==> src/rtl/keycode_wavetable_mixer_if.sv <==
// Sample ROM bus between the wavetable mixer and the external single-port ROM.
// The ROM returns data one clock after it sees the address.
interface keycode_wavetable_mixer_if #(
  parameter int unsigned ADDR_W   = 8,
  parameter int unsigned SAMPLE_W = 8
) ();
  logic [ADDR_W-1:0]   rom_addr;
  logic [SAMPLE_W-1:0] rom_data;

  modport master (
    output rom_addr,
    input  rom_data
  );

  modport slave (
    input  rom_addr,
    output rom_data
  );
endinterface

==> src/rtl/keycode_wavetable_mixer.sv <==
// Polyphonic wavetable mixer with an I2S transmitter.
// Each keycode byte selects a note (A4/C5/E5/A5) or silence. One sample per voice is read
// from the shared ROM, the voices are summed, and the mix is shifted out MSB first with the
// I2S one-bit delay on both channels.
// Build option SYNTH_SATURATE_EN: clamp the mix to the OUT_W range instead of wrapping it.
module keycode_wavetable_mixer #(
  parameter int unsigned NUM_VOICES = 4,
  parameter int unsigned SAMPLE_W   = 8,
  parameter int unsigned ADDR_W     = 8,
  parameter int unsigned OUT_W      = 10,
  parameter int unsigned FRAME_BITS = 32,
  parameter int unsigned LEN_A4     = 50,
  parameter int unsigned LEN_C5     = 42,
  parameter int unsigned LEN_E5     = 33,
  parameter int unsigned LEN_A5     = 25
) (
  input  logic                    clk_i,
  input  logic                    reset_i,
  input  logic [8*NUM_VOICES-1:0] keycode_i,
  input  logic                    sclk_i,
  input  logic                    lrclk_i,
  input  logic [1:0]              rate_sel_i,
  keycode_wavetable_mixer_if.master rom_if,
  output logic [OUT_W-1:0]        mix_out_o,
  output logic                    mix_valid_o,
  output logic                    busy_o,
  output logic                    overrun_o,
  output logic                    i2s_dout_o
);

  localparam int unsigned AccW   = SAMPLE_W + $clog2(NUM_VOICES) + 1;
  localparam int unsigned VoiceW = (NUM_VOICES > 1) ? $clog2(NUM_VOICES) : 1;
  localparam int unsigned WideW  = (AccW > OUT_W) ? AccW : OUT_W;

  typedef enum logic [1:0] {StIdle, StFetch, StWait, StDone} state_e;

  // Returns {active, note}; note 0..3 = A4, C5, E5, A5.
  function automatic logic [2:0] decode_key(input logic [7:0] kc);
    case (kc)
      8'd4:    return 3'b100;
      8'd6:    return 3'b101;
      8'd8:    return 3'b110;
      8'd34:   return 3'b111;
      default: return 3'b000;
    endcase
  endfunction

  function automatic logic [ADDR_W-1:0] note_base(input logic [1:0] n);
    case (n)
      2'd0:    return '0;
      2'd1:    return ADDR_W'(LEN_A4);
      2'd2:    return ADDR_W'(LEN_A4 + LEN_C5);
      default: return ADDR_W'(LEN_A4 + LEN_C5 + LEN_E5);
    endcase
  endfunction

  function automatic logic [ADDR_W-1:0] note_last(input logic [1:0] n);
    case (n)
      2'd0:    return ADDR_W'(LEN_A4 - 1);
      2'd1:    return ADDR_W'(LEN_C5 - 1);
      2'd2:    return ADDR_W'(LEN_E5 - 1);
      default: return ADDR_W'(LEN_A5 - 1);
    endcase
  endfunction

  function automatic logic [OUT_W-1:0] map_mix(input logic [AccW-1:0] acc);
    logic [WideW-1:0] wide;
    wide = WideW'(acc);
`ifdef SYNTH_SATURATE_EN
    if (wide > WideW'({OUT_W{1'b1}})) return '1;
`endif
    return wide[OUT_W-1:0];
  endfunction

  // [0] first sync stage, [1] synchronised copy, [2] previous synchronised value.
  logic [2:0] sclk_sync_q, lr_sync_q;
  logic       sclk_fall, lr_rise, lr_edge, tick;
  logic [1:0] dec_q, dec_d;

  state_e              state_q, state_d;
  logic [VoiceW-1:0]   v_q, v_d;
  logic [8*NUM_VOICES-1:0] kc_q, kc_d;
  logic [AccW-1:0]     acc_q, acc_d;
  logic [ADDR_W-1:0]   rom_addr_q, rom_addr_d;
  logic [ADDR_W-1:0]   idx_q [4];
  logic [ADDR_W-1:0]   idx_d [4];
  logic [OUT_W-1:0]    mix_out_q, mix_out_d;
  logic                mix_valid_q, mix_valid_d;
  logic                overrun_q, overrun_d;
  logic [FRAME_BITS-1:0] sh_q, sh_d;
  logic [2:0]          voice_key, used_key;
  logic [3:0]          note_used;

  assign sclk_fall = sclk_sync_q[2] & ~sclk_sync_q[1];
  assign lr_rise   = lr_sync_q[1] & ~lr_sync_q[2];
  assign lr_edge   = lr_sync_q[1] ^ lr_sync_q[2];
  assign tick      = lr_rise & ((rate_sel_i == 2'b01) ||
                                ((rate_sel_i == 2'b10) ? (dec_q == 2'd3) : dec_q[0]));
  assign dec_d     = lr_rise ? dec_q + 2'd1 : dec_q;
  assign voice_key = decode_key(kc_q[8*v_q +: 8]);

  // Notes referenced by at least one latched voice; these advance once per mix.
  always_comb begin
    note_used = '0;
    used_key  = '0;
    for (int v = 0; v < NUM_VOICES; v++) begin
      used_key = decode_key(kc_q[8*v +: 8]);
      if (used_key[2]) note_used[used_key[1:0]] = 1'b1;
    end
  end

  // Voice sequencer: fetch/accumulate one voice per two cycles, then publish and step indices.
  always_comb begin
    state_d     = state_q;
    v_d         = v_q;
    kc_d        = kc_q;
    acc_d       = acc_q;
    rom_addr_d  = rom_addr_q;
    mix_out_d   = mix_out_q;
    mix_valid_d = 1'b0;
    overrun_d   = overrun_q | (tick & (state_q != StIdle));
    for (int n = 0; n < 4; n++) idx_d[n] = idx_q[n];
    case (state_q)
      StIdle: begin
        if (tick) begin
          kc_d    = keycode_i;
          acc_d   = '0;
          v_d     = '0;
          state_d = StFetch;
        end
      end
      StFetch: begin
        // Silent voices leave the ROM address where it was.
        if (voice_key[2]) rom_addr_d = note_base(voice_key[1:0]) + idx_q[voice_key[1:0]];
        state_d = StWait;
      end
      StWait: begin
        if (voice_key[2]) acc_d = acc_q + AccW'(rom_if.rom_data);
        if (v_q == VoiceW'(NUM_VOICES - 1)) begin
          // Publish here so mix_valid lands in the DONE cycle, 2*NUM_VOICES+1 after the tick.
          mix_out_d   = map_mix(acc_d);
          mix_valid_d = 1'b1;
          state_d     = StDone;
        end else begin
          v_d     = v_q + 1'b1;
          state_d = StFetch;
        end
      end
      default: begin
        for (int n = 0; n < 4; n++) begin
          if (note_used[n]) idx_d[n] = (idx_q[n] == note_last(2'(n))) ? '0 : idx_q[n] + 1'b1;
        end
        state_d = StIdle;
      end
    endcase
  end

  // Serialiser: an lrclk edge reloads the frame and takes priority over an sclk shift.
  always_comb begin
    sh_d = sh_q;
    if (lr_edge) sh_d = FRAME_BITS'({1'b0, mix_out_q}) << (FRAME_BITS - 1 - OUT_W);
    else if (sclk_fall) sh_d = sh_q << 1;
  end

  // State registers with synchronous reset.
  always_ff @(posedge clk_i) begin
    if (reset_i) begin
      sclk_sync_q <= '0;
      lr_sync_q   <= '0;
      dec_q       <= '0;
      state_q     <= StIdle;
      v_q         <= '0;
      kc_q        <= '0;
      acc_q       <= '0;
      rom_addr_q  <= '0;
      for (int n = 0; n < 4; n++) idx_q[n] <= '0;
      mix_out_q   <= '0;
      mix_valid_q <= 1'b0;
      overrun_q   <= 1'b0;
      sh_q        <= '0;
    end else begin
      sclk_sync_q <= {sclk_sync_q[1:0], sclk_i};
      lr_sync_q   <= {lr_sync_q[1:0], lrclk_i};
      dec_q       <= dec_d;
      state_q     <= state_d;
      v_q         <= v_d;
      kc_q        <= kc_d;
      acc_q       <= acc_d;
      rom_addr_q  <= rom_addr_d;
      for (int n = 0; n < 4; n++) idx_q[n] <= idx_d[n];
      mix_out_q   <= mix_out_d;
      mix_valid_q <= mix_valid_d;
      overrun_q   <= overrun_d;
      sh_q        <= sh_d;
    end
  end

  assign rom_if.rom_addr = rom_addr_d;
  assign mix_out_o       = mix_out_q;
  assign mix_valid_o     = mix_valid_q;
  assign busy_o          = (state_q != StIdle);
  assign overrun_o       = overrun_q;
  assign i2s_dout_o      = sh_q[FRAME_BITS-1];

endmodule

==> src/flat_wrapper.sv <==
// flat-port wrapper written by rule: the top's interface ports become plain ports
module keycode_wavetable_mixer_flat 
#(
  parameter int unsigned NUM_VOICES = 4,
  parameter int unsigned SAMPLE_W   = 8,
  parameter int unsigned ADDR_W     = 8,
  parameter int unsigned OUT_W      = 10,
  parameter int unsigned FRAME_BITS = 32,
  parameter int unsigned LEN_A4     = 50,
  parameter int unsigned LEN_C5     = 42,
  parameter int unsigned LEN_E5     = 33,
  parameter int unsigned LEN_A5     = 25
)
  (clk_i, reset_i, keycode_i, sclk_i, lrclk_i, rate_sel_i, mix_out_o, mix_valid_o, busy_o, overrun_o, i2s_dout_o, rom_if_rom_addr, rom_if_rom_data);
  keycode_wavetable_mixer_if #(.ADDR_W(ADDR_W), .SAMPLE_W(SAMPLE_W)) rom_if_i ();
  input  logic clk_i;
  input  logic reset_i;
  input  logic [8*NUM_VOICES-1:0] keycode_i;
  input  logic sclk_i;
  input  logic lrclk_i;
  input  logic [1:0] rate_sel_i;
  output logic [OUT_W-1:0] mix_out_o;
  output logic mix_valid_o;
  output logic busy_o;
  output logic overrun_o;
  output logic i2s_dout_o;
  output wire logic [$bits(rom_if_i.rom_addr)-1:0] rom_if_rom_addr;
  input wire logic [$bits(rom_if_i.rom_data)-1:0] rom_if_rom_data;
  assign rom_if_rom_addr = rom_if_i.rom_addr;
  assign rom_if_i.rom_data = rom_if_rom_data;
  keycode_wavetable_mixer #(.NUM_VOICES(NUM_VOICES), .SAMPLE_W(SAMPLE_W), .ADDR_W(ADDR_W), .OUT_W(OUT_W), .FRAME_BITS(FRAME_BITS), .LEN_A4(LEN_A4), .LEN_C5(LEN_C5), .LEN_E5(LEN_E5), .LEN_A5(LEN_A5)) u_core (.clk_i(clk_i), .reset_i(reset_i), .keycode_i(keycode_i), .sclk_i(sclk_i), .lrclk_i(lrclk_i), .rate_sel_i(rate_sel_i), .rom_if(rom_if_i), .mix_out_o(mix_out_o), .mix_valid_o(mix_valid_o), .busy_o(busy_o), .overrun_o(overrun_o), .i2s_dout_o(i2s_dout_o));
endmodule
==> config.mk <==
export PLATFORM = sky130hd
export DESIGN_NAME = keycode_wavetable_mixer_flat
export DESIGN_NICKNAME = d
export VERILOG_FILES = /design/src/rtl/keycode_wavetable_mixer_if.sv /design/src/rtl/keycode_wavetable_mixer.sv /design/src/flat_wrapper.sv
export SDC_FILE = /design/constraint.sdc
export NUM_CORES = 1
export LEC_CHECK = 0
export CAP_MARGIN = 40
export CORE_MARGIN = 5
export CORE_UTILIZATION = 61
export CTS_CLUSTER_DIAMETER = 60
export DETAILED_ROUTE_END_ITERATION = 16
export PLACE_DENSITY = 0.95
export SYNTH_ARGS = -nofsm -noshare
export SYNTH_HDL_FRONTEND = slang
export SYNTH_SLANG_ARGS = --single-unit
==> constraint.sdc <==
create_clock -name clk_i -period 11.4 [get_ports clk_i]
set_input_delay 1.14 -clock clk_i [delete_from_list [all_inputs] [get_ports clk_i]]
set_output_delay 1.14 -clock clk_i [all_outputs]
set_load 0.03 [all_outputs]
==> flow_summary.yaml <==
# yosys + openroad results
drt:
  drt_iter0_drc: 372
  routed_wl_um: 15000
  viasPerCell: 5.99
  drc: 0
  met3_wirelength_um: 1000
  dr_total_vias: 5380
  wl_met1_um: 5920
  route.met2.wl_um: 7480
  ant_nets: 0
  dr.pass1.iters: 6
  highest_layer: "met4"
  routedWlPerCell_um: 16.7
clocking:
  insertion_delay_ns: 0.52
  htreeDepth: 4
  numCtsBuffers: 17
  holdBufCountCts: 0
  cts_tree: "done"
  path_clk_slew_ns: 0.06
  cts_resized: 0
  clockBufferDepth: 2
  post_cts_buffers: 0
  clkSinkCount: 117
  cts_root_buffer: "clkbuf_8"
logic_synthesis:
  top_area_cell: "dfxtp_1"
  ys_seq_frac: 0.391
  synthTopCellsByArea: "dfxtp_1 39%, nand2_1 6.6%, ha_1 5.4%, nor2_1 5.1%, a21oi_1 4.1%"
  ys_ff: 117
  synth.avg_cell_area_um2: 8.65
  synth_cell_types: 65
  syn_nets: 767
  synth.top_cell.area_share: 0.391
  async_reset_ff_frac: 0
  synth_warnings: 0
  top_cell: "dfxtp_1"
  top_cells_by_count: "117 x dfxtp_1, 106 x nand2_1, 82 x nor2_1, 49 x a21oi_1, 26 x ha_1"
  yosysChipArea_um2: 5990
  ff_type: "dfxtp_1"
  edf_count: 0
  yosys_cells: 693
  synth.cell_area_um2: 5990
  syn_inst: 693
placement:
  gp_congestion: 0.923
  dpl_worst_slack_ns: 5.09
  placed_cell_area_um2: 6750
  portBuffers: 67
  dp_hpwl_um: 10500
critical_path:
  cp_data_arrival_time_ns: 5.84
  worst_setup_path_start_kind: "register"
  cpLargestDelayFamily: "AND-OR/OR-AND gates"
  end_kind: "output pin"
  slowest_stage: "o2111ai_1"
  cp_num_buf_inv: 1
  crit_type: "reg -> out"
  cp.required_ns: 10.26
  crit_fanout: 12
  path_cells: "mux4_2, nor2b_1, o2111ai_1, nand2_1, o221a_2, ha_1, a21o_1, a21oi_1, o21ai_0, a2111oi_0, or3_1, xnor2_1, o21ai_1, clkdlybuf4s50_1"
  max_stage_delay_ns: 0.76
global_route:
  grt.busiest_layer: "met2"
  overflow: 0
  grt_antenna_before_repair: 0
  grt_max_degree: 80
  use_met2: 0.457
  grt_pass1_vias: 5319
  grt_use_met1: 0.321
  grt_use_total: 0.269
  grtUsageMet3: 0.0604
  grt_pass1_wl_um: 25200
cells_and_area:
  areaGrowthSynthToFinish_pct: 22.4
  most-common-layout-cells: "117 x dfxtp_1, 106 x nand2_1, 81 x nor2_1"
  fin_nets: 828
  drive_above_1_share: 0.0837
  antenna_cells: 0
  mostFrequentLayoutCell: "dfxtp_1"
die:
  pin_count: 68
  die_y_um: 109
  die_area_um2: 11900
  dieWidth_um: 109
sta:
  finalHoldViolCount: 0
  setup_tns_ns: 0
  whs_ns: 0.456
  worst_clock_skew_ns: 0.00844
  fin_crit_sh: 0.612
  rsz0062_at_grt: "false"
  drv_slew: 0
  worst-slew-pin-transition_ns: 0.949
  fmax_ghz: 0.143
  slew_headroom: 0.363
  setup_viol: 0
  period_minus_slack_ns: 6.98
  fin_ws_ns: 4.42
outcome:
  outcome: "completed"
pwr:
  p_leak_uw: 0.00273
  ir_drop_mv: 0.0857
  power.density_nw_per_um2: 138
job:
  tool_warnings: 30
  maxCapViolCount: 0
min_path:
  hold_class: "reg -> reg"
## cell families after synthesis
logic type,Yosys count,share of synthesized area
AOI/OAI and AO/OA,141,0.162
xor gates and xnor gates,39,0.0570
adders and majority gates,28,0.0609
buffers and inverters,48,0.0353
DFF,117,0.391
muxes,25,0.0553
and+or+nand+nor,295,0.238
## power by group
part	total (uW)	internal, uW	leakage, uW	switching (uW)
clock	527	346	0.000282	181
sequential	421	415	0.000945	5.08
combinational	61.4	29.8	0.00150	31.5
## state kept, by name, summed over array words and instances, names as in the netlist
register / count
u_core.mix_out_o: 10
u_core.acc_q: 10
u_core.sh_q: 11
u_core.mix_valid_o: 1
u_core.v_q: 2
u_core.overrun_o: 1
u_core.lr_sync_q: 3
u_core.state_q: 2
u_core.idx_q: 32
u_core.sclk_sync_q: 3
u_core.dec_q: 2
u_core.kc_q: 32
u_core.rom_addr_q: 8
## stage by stage
| step | std cells | utilization | total power, uW |
|---|---|---|---|
| after global routing | 898 | 0.758 | 1040 |
| after global placement | 865 | 0.691 | 484 |
| final | 898 | 0.758 | 1010 |
| after floorplan | 693 | - | 462 |
| after CTS | 898 | 0.758 | 1010 |
| after detailed placement | 868 | 0.697 | 489 |
## final timing paths
path	startpoint	to	slack (ns)	depth (start not counted)
worst min-delay path	u_core.sclk_sync_q[1]	u_core.sclk_sync_q[2]	0.46	1
worst max register to register	u_core.v_q[0]	u_core.rom_addr_q[6]	6.51	16
worst max-delay path	u_core.v_q[0]	rom_if_rom_addr[7]	4.42	14
worst min register to register	u_core.sclk_sync_q[1]	u_core.sclk_sync_q[2]	0.46	1
## area by class of cell
type / count / area, um^2
tap: 133 / 166
inverter: 19 / 71.3
fill: 646 / 2350
clock buffer: 21 / 459
multi-input combinational: 528 / 3440
clock inverter: 9 / 128
timing repair buffer: 71 / 727
sequential: 117 / 2340
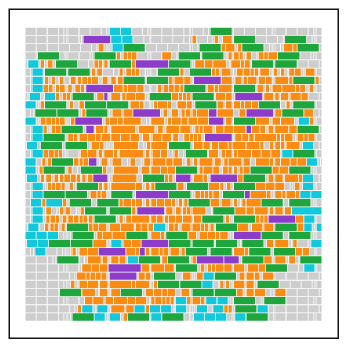
Figure 1: cell classes on the final placement.
(3 px per um) Fill, decap, tap and diode cells in gray.
| class | color | cells | share of their area |
|---|---|---|---|
| flip-flops | green | 117 | 33% |
| clock drivers and dummy loads | purple | 30 | 8.2% |
| other buffers and delay cells | cyan | 71 | 10% |
| all other logic | orange | 547 | 49% |
FP Rows: 36
final instance area: 7340 um^2
core area: 9680 um^2
Layout Utilization: 0.758
flop share of the area: 0.319

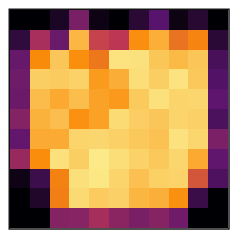
Figure 2: cell density map.
(2 px per um) The die is cut into 11 by 11 equal tiles; black is low, pale yellow is high, 0 to 100% covered.
fullest tile: 95%
tiles over 75% full: 55%
mean over tiles: 60%
Initial Util: 0.619

No activity file was given, so power comes from the tool's default toggle rates.
